## src/rtl/int_entry_seq_pkg.sv

```systemverilog
// Shared definitions for the interrupt entry/return sequencer.
package int_entry_seq_pkg;

    typedef enum logic [1:0] {
        IDLE   = 2'd0,
        ARM    = 2'd1,
        VECTOR = 2'd2,
        RETURN = 2'd3
    } seqState_t;

    localparam int DEF_PC_WIDTH    = 16;
    localparam int DEF_STACK_DEPTH = 4;
    localparam int DEF_LVL_WIDTH   = 3;

endpackage

```

## src/rtl/int_entry_seq_ret_addr_stack.sv

```systemverilog
// Return-address LIFO: push writes at count, pop exposes the entry at count-1 on dout.
module ret_addr_stack
    import int_entry_seq_pkg::*;
#(
    parameter int pcWidth    = DEF_PC_WIDTH,
    parameter int stackDepth = DEF_STACK_DEPTH,
    parameter int cntWidth   = DEF_LVL_WIDTH
) (
    input  logic                clk,
    input  logic                rst_n,
    input  logic                push,
    input  logic                pop,
    input  logic [pcWidth-1:0]  din,
    output logic [pcWidth-1:0]  dout,
    output logic                full,
    output logic                empty,
    output logic [cntWidth-1:0] count
);

    localparam int addrW = (stackDepth > 1) ? $clog2(stackDepth) : 1;
    localparam logic [cntWidth-1:0] depthC = cntWidth'(stackDepth);

    logic [pcWidth-1:0] mem [stackDepth];
    logic [addrW-1:0]   wrIdx;
    logic [addrW-1:0]   rdIdx;

    assign wrIdx = addrW'(count);
    assign rdIdx = addrW'(count - cntWidth'(1));
    assign full  = (count == depthC);
    assign empty = (count == '0);
    assign dout  = mem[rdIdx];

    // Count saturates at both ends so the nesting level can never wrap.
    always_ff @(posedge clk or negedge rst_n) begin
        if (!rst_n) begin
            count <= '0;
        end else if (push && !full) begin
            count <= count + cntWidth'(1);
        end else if (pop && !empty) begin
            count <= count - cntWidth'(1);
        end
    end

    always_ff @(posedge clk) begin
        if (push && !full) begin
            mem[wrIdx] <= din;
        end
    end

endmodule

```

## src/rtl/int_entry_seq.sv

```systemverilog
// CPU-side interrupt entry/return sequencer: arms on a pending interrupt, vectors at an
// instruction boundary while saving the return PC, and restores it on return-from-interrupt.
module int_entry_seq
    import int_entry_seq_pkg::*;
#(
    parameter int pcWidth    = DEF_PC_WIDTH,
    parameter int stackDepth = DEF_STACK_DEPTH,
    parameter int lvlWidth   = DEF_LVL_WIDTH
) (
    input  logic                clk,
    input  logic                rst_n,
    input  logic                intPending,
    input  logic [pcWidth-1:0]  intAddr,
    input  logic                gie,
    input  logic                instrDone,
    input  logic [pcWidth-1:0]  pc,
    input  logic                rti,
    output logic                intDisable,
    output logic                pendClr,
    output logic                pcLoad,
    output logic [pcWidth-1:0]  pcLoadVal,
    output logic                stall,
    output logic [lvlWidth-1:0] nestLevel,
    output logic                stackErr
);

    seqState_t          state;
    logic               rtiEv;
    logic               pushReq;
    logic               popReq;
    logic               stkFull;
    logic               stkEmpty;
    logic [pcWidth-1:0] stkDout;

    always_comb begin
        rtiEv   = instrDone & rti;
        pushReq = 1'b0;
        popReq  = 1'b0;
        case (state)
            IDLE: popReq = rtiEv & !stkEmpty;
            ARM: begin
                popReq  = rtiEv & !stkEmpty;
                pushReq = intPending & gie & instrDone & !rti & !stkFull;
            end
            default: ;
        endcase
    end

    ret_addr_stack #(
        .pcWidth    (pcWidth),
        .stackDepth (stackDepth),
        .cntWidth   (lvlWidth)
    ) uStack (
        .clk   (clk),
        .rst_n (rst_n),
        .push  (pushReq),
        .pop   (popReq),
        .din   (pc),
        .dout  (stkDout),
        .full  (stkFull),
        .empty (stkEmpty),
        .count (nestLevel)
    );

    // Strobes are set on the transition edge so they are high exactly while in VECTOR/RETURN.
    always_ff @(posedge clk or negedge rst_n) begin
        if (!rst_n) begin
            state      <= IDLE;
            intDisable <= 1'b0;
            pendClr    <= 1'b0;
            pcLoad     <= 1'b0;
            pcLoadVal  <= '0;
            stall      <= 1'b0;
            stackErr   <= 1'b0;
        end else begin
            pcLoad  <= 1'b0;
            pendClr <= 1'b0;
            stall   <= 1'b0;
            case (state)
                IDLE: begin
                    if (rtiEv) begin
                        if (!stkEmpty) begin
                            state     <= RETURN;
                            pcLoad    <= 1'b1;
                            pcLoadVal <= stkDout;
                            stall     <= 1'b1;
                        end else begin
                            stackErr <= 1'b1;
                        end
                    end else if (intPending && gie && !stkFull) begin
                        state      <= ARM;
                        intDisable <= 1'b1;
                    end
                end
                ARM: begin
                    if (rtiEv) begin
                        // Return wins; the pending interrupt is re-arbitrated from IDLE later.
                        intDisable <= 1'b0;
                        if (!stkEmpty) begin
                            state     <= RETURN;
                            pcLoad    <= 1'b1;
                            pcLoadVal <= stkDout;
                            stall     <= 1'b1;
                        end else begin
                            state    <= IDLE;
                            stackErr <= 1'b1;
                        end
                    end else if (!intPending || !gie) begin
                        state      <= IDLE;
                        intDisable <= 1'b0;
                    end else if (instrDone) begin
                        state     <= VECTOR;
                        pcLoad    <= 1'b1;
                        pcLoadVal <= intAddr;
                        pendClr   <= 1'b1;
                        stall     <= 1'b1;
                    end
                end
                VECTOR: begin
                    state      <= IDLE;
                    intDisable <= 1'b0;
                end
                RETURN: state <= IDLE;
                default: begin
                    state      <= IDLE;
                    intDisable <= 1'b0;
                end
            endcase
        end
    end

endmodule
```

## config.mk

```make
export PLATFORM = sky130hd
export DESIGN_NAME = int_entry_seq
export DESIGN_NICKNAME = d
export VERILOG_FILES = /design/src/rtl/int_entry_seq_pkg.sv /design/src/rtl/int_entry_seq_ret_addr_stack.sv /design/src/rtl/int_entry_seq.sv
export SDC_FILE = /design/constraint.sdc
export NUM_CORES = 1
export LEC_CHECK = 0
export CAP_MARGIN = 20
export CORE_MARGIN = 5
export CORE_UTILIZATION = 45
export DETAILED_ROUTE_END_ITERATION = 6
export GPL_TIMING_DRIVEN = 0
export PLACE_DENSITY = 0.66
export SYNTH_ARGS = -nofsm -noshare
export SYNTH_HDL_FRONTEND = slang
export SYNTH_SLANG_ARGS = --single-unit
```

## constraint.sdc

```tcl
create_clock -name clk -period 3.85 [get_ports clk]
set_input_delay 0.9625 -clock clk [delete_from_list [all_inputs] [get_ports clk]]
set_output_delay 0.9625 -clock clk [all_outputs]
set_load 0.005 [all_outputs]
```

The metal 1 layer:
Drawn at 4 px/um. Cells faint in the background.
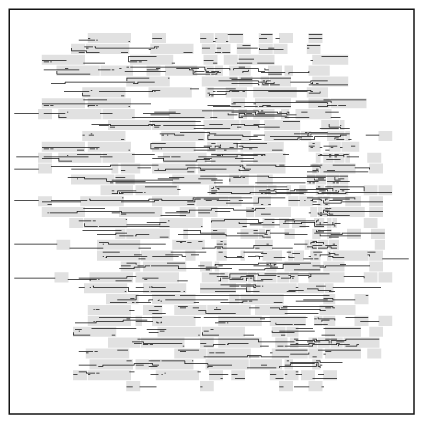
- main direction: horizontal
- wire length on this layer: 3220 um

Track usage over the die:
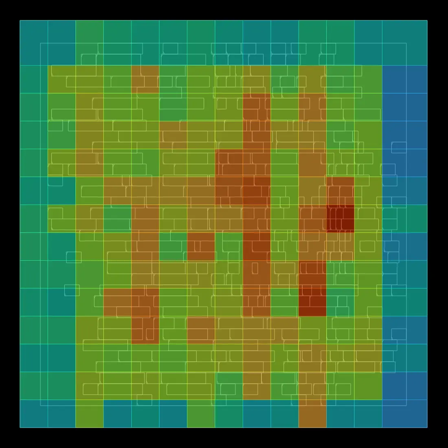
met3 usage: 0.0311
final core area utilization: 0.575
most used routing layer: met2
met1 GRT Util: 0.206
Avg WL per Cell: 18.8 um

==> GITHUB_STEP_SUMMARY <==
### Metrics collected by this job

| Metric | Value |
|---|---|
| Setup-failing EPs final | 0 |
| H-tree Lvls | 3 |
| Worst Path Arrival | 3.19 ns |
| Port Buffers | 61 |
| Post-DRT Antenna Nets | 0 |
| Net Switching | 1.02 mW |
| Fin crit share | 0.838 |
| Power Density | 686 nW/um2 |
| Die Wd | 101 um |
| Cell Area, Synth | 3710 um2 |
| Commonest cells post-synth | edfxtp_1, dfrtp_1, o22ai_1 |
| Critical Path End | uStack.mem[3][13] |
| Gr ovfl total | 0 |
| Row count | 33 |
| Switch share | 0.317 |
| Worst setup EP type | flop |
| PostCTS Resize Cnt | 0 |
| Rel. slew slack | 0.415 |
| DIE AREA | 10200 um2 |
| Slew @ Worst Pin | 0.878 ns |
| Post-route DRC violation count | 0 |
| Synth flops | 89 |
| Post-Place Worst Slack | 0.234 ns |
| Crit path required time | 3.81 ns |
| Max rail drop VDD | 0.199 mV |
| OpenROAD warnings | 32 |
| Worst skew pair latency | 0.34 ns |
| Gate power share | 0.416 |
| Hold Fails Final Rpt | 0 |
| Startpoint Class | input port |
| Routability Congestion | 0.803 |
| Status | finished clean |
| Clk_skew | 0.00763 ns |
| Global-route wire length before repair | 11600 um |
| YS warnings | 0 |
| DP HPWL | 5080 um |
| Final worst slack | 0.623 ns |
| Final #Nets | 328 |
| Initial Util | 0.457 |
| CTS sink count | 89 |
| Seq share, synth | 0.686 |
| Leakage | 1.64 nW |
M3 wires:
Drawn at 3 px/um. Cells faint in the background.
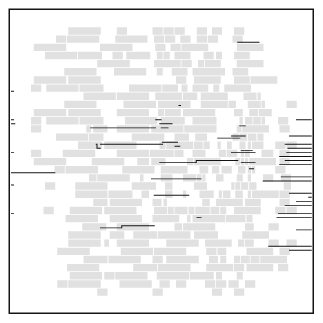
- longest straight run: 21.6 um
- wire length on this layer: 356 um
- main direction: horizontal
- share of all routed wire: 4.8%
- nets with wire on the layer: 41
Post-Route WL: 7350 um
Via Count: 2128

[worst max-delay path, cell delays in order]
cell	delay, ns
clkdlybuf4s50_1	0.53
nand3b_1	0.27
nor3b_1	0.61
and2_1	0.81
[metal layers]
metal	up-vias	share of wire	GRT usage
li1	991	-	-
met1	1063	0.44	0.206
met2	70	0.51	0.248
met3	4	0.048	0.0311
met4	0	0.0072	0.0528
met5	-	0	0
[metrics by stage]
stage	power, mW	TNS (ns)	hold WS (ns)	area [um2]	cells
after floorplan	2.12	0	0.460	3710	208
after global placement	2.60	-5.86	0.460	4460	374
after detailed placement	2.61	0	0.468	4490	376
after CTS	3.24	0	0.489	4680	392
after global routing	3.40	0	0.520	4680	392
final	3.21	0	0.481	4680	392
[cell type report]
class,count,area (um2)
Buffer,11,77.6
Clock buffer,9,124
Clock inverter,7,68.8
Fill cell,660,3450
Inverter,6,22.5
Multi-Input combinational cell,102,1070
Sequential cell,89,2550
Tap cell,105,131
Timing Repair Buffer,63,637
[flip-flops by register name (all words and copies together) (netlist names)]
register      cells
state             2
uStack.mem       64
pendClr           1
uStack.count      3
stall             1
pcLoadVal        16
stackErr          1
intDisable        1
[cell families (layout without fill, tap and decap cells)]
group | after synthesis | in the layout | synth area share
buffers and inverters | 17 | 96 | 0.0270
multiplexers | 17 | 17 | 0.100
flip-flops | 89 | 89 | 0.686
AND/OR/NAND/NOR | 25 | 25 | 0.0357
XOR/XNOR | 2 | 2 | 0.00472
adder cells (fa/ha/maj) | 8 | 8 | 0.0270
AND-OR/OR-AND | 50 | 50 | 0.120
[how the worst min path moves through the flow]
stage | from | endpoint | slack [ns] | cells after the start
final | stackErr | stackErr | 0.48 | 2
after global routing | stackErr | stackErr | 0.52 | 2
after CTS | stackErr | stackErr | 0.49 | 2
after detailed placement | stackErr | stackErr | 0.47 | 2
after global placement | stackErr | stackErr | 0.46 | 2
after floorplan | stackErr | stackErr | 0.46 | 2
[layout by cell type, fill, tap and decap left out, types with 3 or more instances in the layout]
| cell type | instances |
|---|---|
| ha_1 | 8 |
| clkbuf_8 | 9 |
| a2bb2oi_2 | 9 |
| o22ai_1 | 18 |
| mux4_2 | 16 |
| nor2_1 | 5 |
| edfxtp_1 | 64 |
| and2_1 | 4 |
| buf_4 | 5 |
| buf_6 | 3 |
| a2bb2oi_1 | 8 |
| nand2_1 | 6 |
| clkdlybuf4s50_1 | 61 |
| inv_1 | 6 |
| dfrtp_1 | 25 |
| o21bai_1 | 4 |
[power by group through the flow]
stage	Combinational (mW)	Sequential [mW]	Clock [mW]
2_1_floorplan	0.861	1.26	0
4_1_cts	1.36	1.25	0.638
6_report	1.34	1.25	0.627
5_1_grt	1.46	1.27	0.675
3_5_place_dp	1.35	1.27	0
3_3_place_gp	1.33	1.27	0
No activity file was given, so power comes from the tool's default toggle rates.
